**config.mk**
```make
export PLATFORM = sky130hd
export DESIGN_NAME = chacha_block_core
export DESIGN_NICKNAME = d
export VERILOG_FILES = /design/src/rtl/chacha_pkg.sv /design/src/rtl/chacha_quarter_round.sv /design/src/rtl/chacha_block_core.sv
export SDC_FILE = /design/constraint.sdc
export NUM_CORES = 1
export LEC_CHECK = 0
export CORE_ASPECT_RATIO = 1.2
export CORE_MARGIN = 2
export CORE_UTILIZATION = 60
export CTS_CLUSTER_DIAMETER = 150
export DETAILED_ROUTE_END_ITERATION = 6
export DONT_BUFFER_PORTS = 1
export PLACE_DENSITY = 0.76
export SLEW_MARGIN = 10
export SYNTH_ARGS = -nofsm -noshare
export SYNTH_HDL_FRONTEND = slang
export SYNTH_HIERARCHICAL = 1
export SYNTH_SLANG_ARGS = --single-unit
export TNS_END_PERCENT = 1
```
**constraint.sdc**
```tcl
create_clock -name clk -period 20.8 [get_ports clk]
set_clock_uncertainty 0.2 [all_clocks]
set_input_delay 4.16 -clock clk [delete_from_list [all_inputs] [get_ports clk]]
set_output_delay 4.16 -clock clk [all_outputs]
set_load 0.02 [all_outputs]
```
**src/rtl/chacha_pkg.sv**
```systemverilog
// Shared types and helpers for the small-scale ChaCha block core.
// FSM encoding, default word/rotation constants and word-quadruple index helpers.
package chacha_pkg;

    typedef enum logic [1:0] {
        IDLE  = 2'd0,
        COL   = 2'd1,
        DIAG  = 2'd2,
        FINAL = 2'd3
    } state_e;

    localparam int CHACHA_W = 8;
    localparam int QR_R1    = 4;
    localparam int QR_R2    = 3;
    localparam int QR_R3    = 2;
    localparam int QR_R4    = 1;

    // Word index of row `row` in column k: rows are 4 words apart.
    function automatic logic [3:0] col_idx(input logic [1:0] k, input logic [1:0] row);
        return {row, k};
    endfunction

    // Diagonal k walks one column right per row, wrapping modulo 4.
    function automatic logic [3:0] diag_idx(input logic [1:0] k, input logic [1:0] row);
        logic [1:0] c;
        c = k + row;
        return {row, c};
    endfunction

endpackage

```
**src/rtl/chacha_quarter_round.sv**
```systemverilog
// Combinational ChaCha quarter-round on four W-bit words.
// Zero latency; no flow control.
module chacha_quarter_round #(
    parameter int W  = 8,
    parameter int R1 = 4,
    parameter int R2 = 3,
    parameter int R3 = 2,
    parameter int R4 = 1
) (
    input  logic [W-1:0] a_i,
    input  logic [W-1:0] b_i,
    input  logic [W-1:0] c_i,
    input  logic [W-1:0] d_i,
    output logic [W-1:0] a_o,
    output logic [W-1:0] b_o,
    output logic [W-1:0] c_o,
    output logic [W-1:0] d_o
);

    function automatic logic [W-1:0] rotl(input logic [W-1:0] x, input int r);
        return (x << r) | (x >> (W - r));
    endfunction

    logic [W-1:0] a1, b1, c1, d1;

    always_comb begin
        a1  = a_i + b_i;
        d1  = rotl(d_i ^ a1, R1);
        c1  = c_i + d1;
        b1  = rotl(b_i ^ c1, R2);
        a_o = a1 + b1;
        d_o = rotl(d1 ^ a_o, R3);
        c_o = c1 + d_o;
        b_o = rotl(b1 ^ c_o, R4);
    end

endmodule

```
**src/rtl/chacha_block_core.sv**
```systemverilog
// ChaCha block function: one quarter-round per cycle over ROUNDS double rounds, then feed-forward add.
// done pulses 8*ROUNDS+1 edges after start acceptance; start is ignored while busy (no stall path).
module chacha_block_core
    import chacha_pkg::*;
#(
    parameter int W      = CHACHA_W,
    parameter int ROUNDS = 4,
    parameter int R1     = QR_R1,
    parameter int R2     = QR_R2,
    parameter int R3     = QR_R3,
    parameter int R4     = QR_R4
) (
    input  logic            clk,
    input  logic            reset,
    input  logic            start,
    input  logic [16*W-1:0] state_in,
    output logic            busy,
    output logic            done,
    output logic [16*W-1:0] state_out
);

    localparam int RW = $clog2(ROUNDS + 1);

    state_e          state_q, state_d;
    logic [1:0]      qidx_q, qidx_d;
    logic [RW-1:0]   rnd_q, rnd_d;
    logic [W-1:0]    work_q [16];
    logic [W-1:0]    work_d [16];
    logic [W-1:0]    init_q [16];
    logic [W-1:0]    init_d [16];
    logic            busy_q, busy_d;
    logic            done_q, done_d;
    logic [16*W-1:0] out_q, out_d;

    logic [3:0]      ia, ib, ic, id;
    logic [W-1:0]    qa, qb, qc, qd;
    logic            last_qr, last_rnd;

    assign last_qr  = (qidx_q == 2'd3);
    assign last_rnd = (rnd_q == RW'(ROUNDS - 1));

    // Column and diagonal passes share one quarter-round unit through these selects.
    always_comb begin
        if (state_q == DIAG) begin
            ia = diag_idx(qidx_q, 2'd0);
            ib = diag_idx(qidx_q, 2'd1);
            ic = diag_idx(qidx_q, 2'd2);
            id = diag_idx(qidx_q, 2'd3);
        end else begin
            ia = col_idx(qidx_q, 2'd0);
            ib = col_idx(qidx_q, 2'd1);
            ic = col_idx(qidx_q, 2'd2);
            id = col_idx(qidx_q, 2'd3);
        end
    end

    chacha_quarter_round #(.W(W), .R1(R1), .R2(R2), .R3(R3), .R4(R4)) u_qr (
        .a_i (work_q[ia]),
        .b_i (work_q[ib]),
        .c_i (work_q[ic]),
        .d_i (work_q[id]),
        .a_o (qa),
        .b_o (qb),
        .c_o (qc),
        .d_o (qd)
    );

    always_ff @(posedge clk or posedge reset) begin
        if (reset) state_q <= IDLE;
        else       state_q <= state_d;
    end

    always_comb begin
        state_d = state_q;
        case (state_q)
            IDLE:    if (start) state_d = COL;
            COL:     if (last_qr) state_d = DIAG;
            DIAG:    if (last_qr) state_d = last_rnd ? FINAL : COL;
            FINAL:   state_d = IDLE;
            default: state_d = IDLE;
        endcase
    end

    always_comb begin
        qidx_d = qidx_q;
        rnd_d  = rnd_q;
        busy_d = busy_q;
        done_d = 1'b0;
        out_d  = out_q;
        for (int i = 0; i < 16; i++) begin
            work_d[i] = work_q[i];
            init_d[i] = init_q[i];
        end
        case (state_q)
            IDLE: begin
                if (start) begin
                    for (int i = 0; i < 16; i++) begin
                        work_d[i] = state_in[i*W +: W];
                        init_d[i] = state_in[i*W +: W];
                    end
                    qidx_d = 2'd0;
                    rnd_d  = '0;
                    busy_d = 1'b1;
                end
            end
            COL, DIAG: begin
                for (int i = 0; i < 16; i++) begin
                    if (4'(i) == ia) work_d[i] = qa;
                    if (4'(i) == ib) work_d[i] = qb;
                    if (4'(i) == ic) work_d[i] = qc;
                    if (4'(i) == id) work_d[i] = qd;
                end
                qidx_d = qidx_q + 2'd1;
                if (state_q == DIAG && last_qr) rnd_d = rnd_q + 1'b1;
            end
            FINAL: begin
                for (int i = 0; i < 16; i++) out_d[i*W +: W] = work_q[i] + init_q[i];
                done_d = 1'b1;
                busy_d = 1'b0;
            end
            default: ;
        endcase
    end

    always_ff @(posedge clk or posedge reset) begin
        if (reset) begin
            qidx_q <= '0;
            rnd_q  <= '0;
            busy_q <= 1'b0;
            done_q <= 1'b0;
            out_q  <= '0;
            for (int i = 0; i < 16; i++) begin
                work_q[i] <= '0;
                init_q[i] <= '0;
            end
        end else begin
            qidx_q <= qidx_d;
            rnd_q  <= rnd_d;
            busy_q <= busy_d;
            done_q <= done_d;
            out_q  <= out_d;
            for (int i = 0; i < 16; i++) begin
                work_q[i] <= work_d[i];
                init_q[i] <= init_d[i];
            end
        end
    end

    assign busy      = busy_q;
    assign done      = done_q;
    assign state_out = out_q;

endmodule

```
==> run_1/drive_strength.png <==
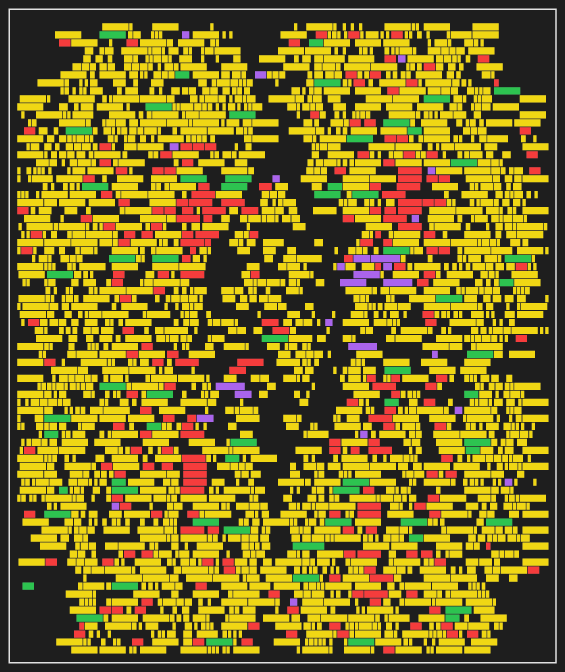
drive 6 and up -> green  # cells 62, most used clkbuf_16
drive 2 -> red  # cells 221, most used mux2_2
drive 1 or less -> yellow  # cells 2040, most used dfrtp_1
drive 3 to 4 -> purple  # cells 25, most used buf_4

==> run_1/final_placement.png <==
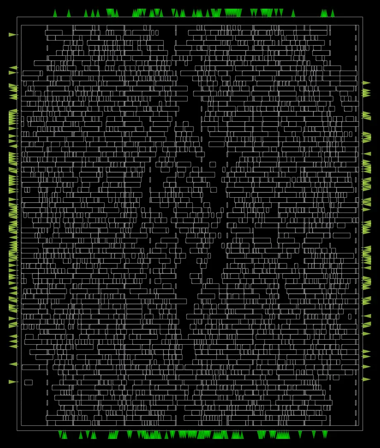
number of inserted filler cells in the final layout: 3033
Finished Layout Cells: 2874

==> run_1/clock_map.png <==
Bar = 50 µm.
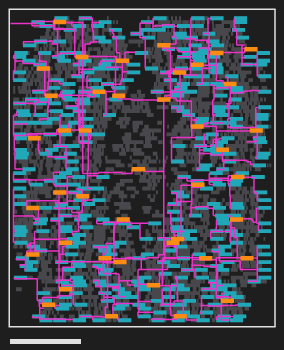
clock wires -> magenta  # length 4990 µm
flip-flops -> cyan  # count 393
cells driving clock nets -> orange  # count 42
routed clock nets = 43
flops lie = spread over the die

==> run_1/registers.png <==
Bar = 50 µm.
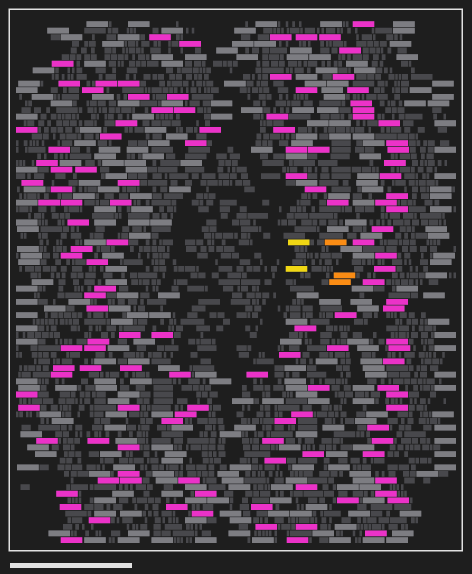
`rnd_q` -> orange  # flops 3
`state_q` -> yellow  # flops 2
`init_q` -> magenta  # flops 128, where spread over the die
not colored = 260
register share of the cell area: 38.4%
Final Util: 65.7%

==> run notes, run 1 <==
This memo summarizes the results of the implementation run.

Status
The flow ran to the end, and the final reports show no timing, DRC or antenna violations.

Layout
The synthesis-to-finish area growth is 7.73%. The layout report lists the non-clock buffer share of cell area as less than 1%. The biggest area consumer among cell classes is combinational gates. The clock network area share is around 5.6%.

Synth
The post-synthesis net count is between 2000 and 3000. The post-synth count of flops with an enable pin is 0. The most common cell in the synthesized netlist is dfrtp_1. The mapped netlist covers around 24000 µm².

Critical path
Among the stages of the critical path, the cell type that occurs most often is ha_1. At the worst endpoint, the arrival time is just under 10 ns. Per the STA report, the cell with the highest stage delay on the worst path is xnor2_4. The largest fanout on the critical path is 19.

Routing
The number of DRC markers in iteration 0 is ~1300. The script logs the ratio of routed vias to standard cells as 6.26. The wire length reported by the detailed router is 62800 µm.

Job
The number of warnings reported in the stage logs is 41.

Timing
The total count of max-transition violations in the final report is 0. For the final routed database, the setup TNS stands at 0 ns. Setup repair after global routing left no endpoint under its margin.

GRT
The global route total overflow is 0. The number of antenna violations at the first check in global routing is 0. The largest net degree at the start of global routing is roughly 120.

Floorplanning
According to the tapcell log, the count of inserted taps is about 530.

Clock network
The cell chosen for the clock root is clkbuf_16.
-- run 1: kinds of logic after synthesis --
group,synth area share [%]
multiplexers,10.8
AND-OR/OR-AND,18.7
adder cells (fa/ha/maj),9.74
flip-flops,41.4
AND/OR/NAND/NOR,9.67
buffers and inverters,5.15
XOR/XNOR,4.53
-- run 1: stage by stage --
step	area [µm²]	hold WS (ns)	instances	setup slack, ns
5_1_grt	25600	0.311	2874	10.62
4_1_cts	25600	0.288	2874	11.22
3_3_place_gp	24200	0.266	2799	11.53
3_5_place_dp	24200	0.274	2799	11.26
2_1_floorplan	23800	0.254	2355	5.51
6_report	25600	0.282	2874	11.10
-- run 1: worst paths after layout --
path / from / slack, ns / endpoint
max: state_q[0]$_DFFE_PP0P_ / 11.10 / work_q[72]$_DFFE_PP0P_
min: init_q[22]$_DFFE_PP0P_ / 0.28 / init_q[22]$_DFFE_PP0P_
min reg2reg: init_q[22]$_DFFE_PP0P_ / 0.28 / init_q[22]$_DFFE_PP0P_
max reg2reg: state_q[0]$_DFFE_PP0P_ / 11.10 / work_q[72]$_DFFE_PP0P_
min in group asynchronous: reset / 3.44 / state_out[74]$_DFFE_PP0P_
max in group asynchronous: reset / 14.65 / init_q[23]$_DFFE_PP0P_
-- run 1: layer usage --
layer,share of wire (%),routed length [µm],global-route usage [%],up-vias
met5,0,0,0,-
met4,3.3,2050,10.2,0
met3,5.2,3240,4.60,125
met2,50,31200,52.3,546
met1,42,26300,40.7,8909
li1,-,-,-,8409
-- run 1: registers in the layout, indices dropped and copies added (netlist names) --
name	count
work_q	128
state_out	128
done	1
qidx_q	2
busy	1
state_q	2
rnd_q	3
init_q	128
==> run_1/wire_density.png <==
The die is cut into 19 by 22 equal tiles; dark blue is low, red is high, scaled to the fullest tile. Values are wire area over tile area, all layers added.
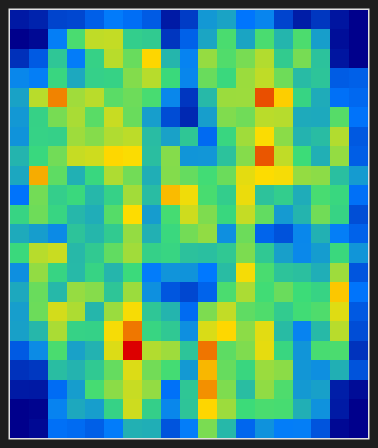

==> inputs of run 2 (changes only) <==
==> constraint.sdc (replaced) <==
create_clock -name clk -period 9.45 [get_ports clk]
set_clock_uncertainty 0.2 [all_clocks]
set_input_delay 1.89 -clock clk [delete_from_list [all_inputs] [get_ports clk]]
set_output_delay 1.89 -clock clk [all_outputs]
set_load 0.02 [all_outputs]
==> run_2/wire_density.png <==
The die is cut into 19 by 22 equal tiles; dark blue is low, red is high, scaled to the fullest tile. Values are wire area over tile area, all layers added.
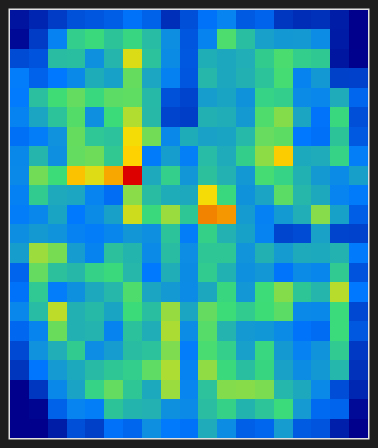
nearly empty tiles = 2.4%
fullest tile = 0.70
mean over tiles = 0.25
tiles over half the peak = 15%
wire length reported by the detailed router: 63100 µm
All-Layer GR Usage: 30.8%
number of vias after detailed routing: 18100
wire length per cell: 21.9 µm

==> run notes, run 2 <==
This memo summarizes the results of the implementation run.

Timing
The total count of max-transition violations in the final report is 0 (unchanged).

GRT
The global route total overflow is 0 (unchanged). The met2 demand-to-capacity share in global routing is 51.1% (was 52.3%). The largest net degree at the start of global routing is 172 (was 120).

The number of antenna violations at the first check in global routing is 0 (unchanged). The met1 usage in global routing is 40.1% (was 40.7%). The global routing usage on met3 came to 5.49% (was 4.60%).

Routing
The number of DRC markers in iteration 0 came to 1189 (was 1259). The detailed-routing wirelength on met1 is 26100 µm (was 26300 µm). The highest routing layer actually used is met4 (unchanged). The per-cell via count in the routed design came to 6.28 (was 6.26). The met3 routed wirelength is 3820 µm (was 3240 µm).

Clock network
The cell chosen for the clock root is clkbuf_16 (unchanged).

Critical path
The end point of the critical path is work_q[80]$_DFFE_PP0P_ (was work_q[72]$_DFFE_PP0P_). The startpoint of the worst setup timing path is state_q[0]$_DFFE_PP0P_ (unchanged). The most frequent cell on the critical path is ha_1 (unchanged). The data arrival time at the worst-slack endpoint is 9.24 ns (was 9.92 ns).

The cell with the biggest individual delay on the critical path is mux4_2 (was xnor2_4). The largest fanout on the critical path was 15 (was 19).

Synth
The post-synthesis net count is 2659 (unchanged). The count of flip-flops with a built-in enable after synthesis came to 0 (unchanged).

Layout
The tally of filler cells in the layout is 3084 (was 3033).

Status
Status: complete, no violations (unchanged).

Hold path
The startpoint of the tightest hold check path is init_q[20]$_DFFE_PP0P_ (was init_q[22]$_DFFE_PP0P_).

Placed design
The placed instance area was 24200 µm² (about the same).
## run 2: cell counts after synthesis
No cell type changed its count.
## run 2: cell families (layout without fill, tap and decap cells)
group | after synthesis | in the layout | synth area share, %
flops | 393 | 393 | 41.4
simple gates | 488 | 488 | 9.67
compound gates | 688 | 688 | 18.7
fa+ha+maj | 173 | 173 | 9.74
buf+inv | 319 | 319 | 5.15
xor+xnor | 98 | 98 | 4.53
mux | 196 | 196 | 10.8
## run 2: repair_timing
item	in CTS	in global routing
setup buffers	0	2
gates resized	0	5
endpoints found under the setup margin	0	32
## run 2: layout make-up
type | count | area (µm²) | area share, %
Clock buffer | 63 | 1340 | 5.21
Clock inverter | 13 | 204 | 0.790
Inverter | 225 | 851 | 3.30
Multi-Input combinational cell | 1643 | 12800 | 49.4
Sequential cell | 393 | 9830 | 38.1
Tap cell | 526 | 658 | 2.55
Timing Repair Buffer | 18 | 160 | 0.620
## run 2: critical path, delay by kind of cell (launching register included)
kind                       cells  cell delay (ns)
AOI/OAI and AO/OA             13             2.74
and+or+nand+nor                4             0.57
adders and majority gates      5             1.63
xor gates and xnor gates       7             1.89
buffers and inverters          2             0.51
DFF                            1             0.44
muxes                          2             0.89
## run 2: metrics by stage
step | hold slack, ns | std cells | setup slack [ns]
after detailed placement | 0.275 | 2803 | 0.308
final | 0.282 | 2881 | 0.439
after global routing | 0.312 | 2881 | 0.0148
after global placement | 0.265 | 2803 | 0.655
after CTS | 0.288 | 2879 | 0.255
after floorplan | 0.254 | 2355 | 1.08
==> run_2/clock_map.png <==
Bar = 50 µm.
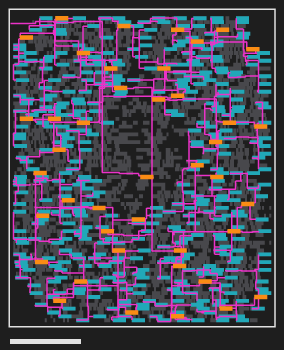

==> inputs of run 3 (changes only) <==
--- a/config.mk
+++ b/config.mk
@@ -11,6 +11,8 @@
 export CTS_CLUSTER_DIAMETER = 150
 export DETAILED_ROUTE_END_ITERATION = 6
 export DONT_BUFFER_PORTS = 1
+export GPL_ROUTABILITY_DRIVEN = 0
+export HOLD_SLACK_MARGIN = 0.03
 export PLACE_DENSITY = 0.76
 export SLEW_MARGIN = 10
 export SYNTH_ARGS = -nofsm -noshare
==> run_3/clock_map.png <==
Bar = 50 µm.
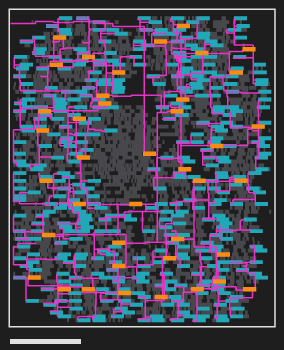
flip-flops -> cyan  # count 393
cells driving clock nets -> orange  # count 40
clock wires -> magenta  # length 4980 µm
flops lie = spread over the die

==> run notes, run 3 <==
This memo summarizes the results of the implementation run.

Routing
The via count is 18400 (was 18100). The wire length reported by the detailed router came to 63400 µm (was 63100 µm). The per-cell via count in the routed design was 6.41 (was 6.28). The routed length per instance is 22.1 µm (was 21.9 µm).

Layout
The synthesis-to-finish area growth is 7.65% (was 8.63%).

Critical path
The number of cells on the critical path came to 33 (unchanged). The flop-to-flop setup slack came to 0.49 ns (was 0.44 ns). The end point of the critical path is work_q[72]$_DFFE_PP0P_ (was work_q[80]$_DFFE_PP0P_).

Synth
The cell with the most instances after synthesis is dfrtp_1 (unchanged). The post-synthesis net count came to 2659 (unchanged). The count of flip-flops with a built-in enable after synthesis is 0 (unchanged).

Timing
The sum of negative setup slack is 0 ns (unchanged). The smallest setup slack after layout was 0.487 ns (was 0.439 ns). The total count of max-transition violations in the final report is 0 (unchanged). RSZ-0062 raised after global routing: false (unchanged).

The worst hold margin is 0.283 ns (was 0.282 ns).

Placed design
The worst slack at placement is 0.341 ns (was 0.308 ns).

GRT
The met2 demand-to-capacity share in global routing is 50.5% (was 51.1%). The highest-utilization routing layer at the global route stage is met2 (unchanged). The number of antenna violations at the first check in global routing is 0 (unchanged). The global route total overflow came to 0 (unchanged).

Status
Status: complete, no violations (unchanged).
[run 3: logic make-up (layout without fill, tap and decap cells)]
group | Yosys count | after routing | synth area share (%)
AND-OR/OR-AND | 688 | 688 | 18.7
XOR/XNOR | 98 | 98 | 4.53
adder cells (fa/ha/maj) | 173 | 173 | 9.74
buffers and inverters | 319 | 307 | 5.15
flip-flops | 393 | 393 | 41.4
multiplexers | 196 | 196 | 10.8
AND/OR/NAND/NOR | 488 | 488 | 9.67
[run 3: what timing repair did]
| action | CTS | global route |
|---|---|---|
| gates resized | 0 | 2 |
| buffers inserted | 0 | 3 |
| hold endpoints to repair | 0 | 0 |
| setup endpoints to repair | 0 | 29 |
[run 3: area by class of cell]
cell class / instances / area (µm²)
Multi-Input combinational cell: 1643 / 12800
Clock buffer: 53 / 1140
Timing Repair Buffer: 16 / 145
Inverter: 225 / 851
Sequential cell: 393 / 9830
Clock inverter: 13 / 199
Fill cell: 3083 / 13400
Tap cell: 526 / 658
[run 3: metrics by stage]
stage	instance area [µm²]	std cells
2_1_floorplan	23800	2355
3_3_place_gp	24200	2800
3_5_place_dp	24200	2800
4_1_cts	25500	2866
5_1_grt	25600	2869
6_report	25600	2869
[run 3: worst register-to-register path, delay by kind of cell (launching register included)]
family	cells	cell delay [ns]
AND-OR/OR-AND	13	2.75
XOR/XNOR	8	2.04
adder cells (fa/ha/maj)	6	1.89
multiplexers	2	0.90
flip-flops	1	0.44
AND/OR/NAND/NOR	3	0.40
buffers and inverters	1	0.22
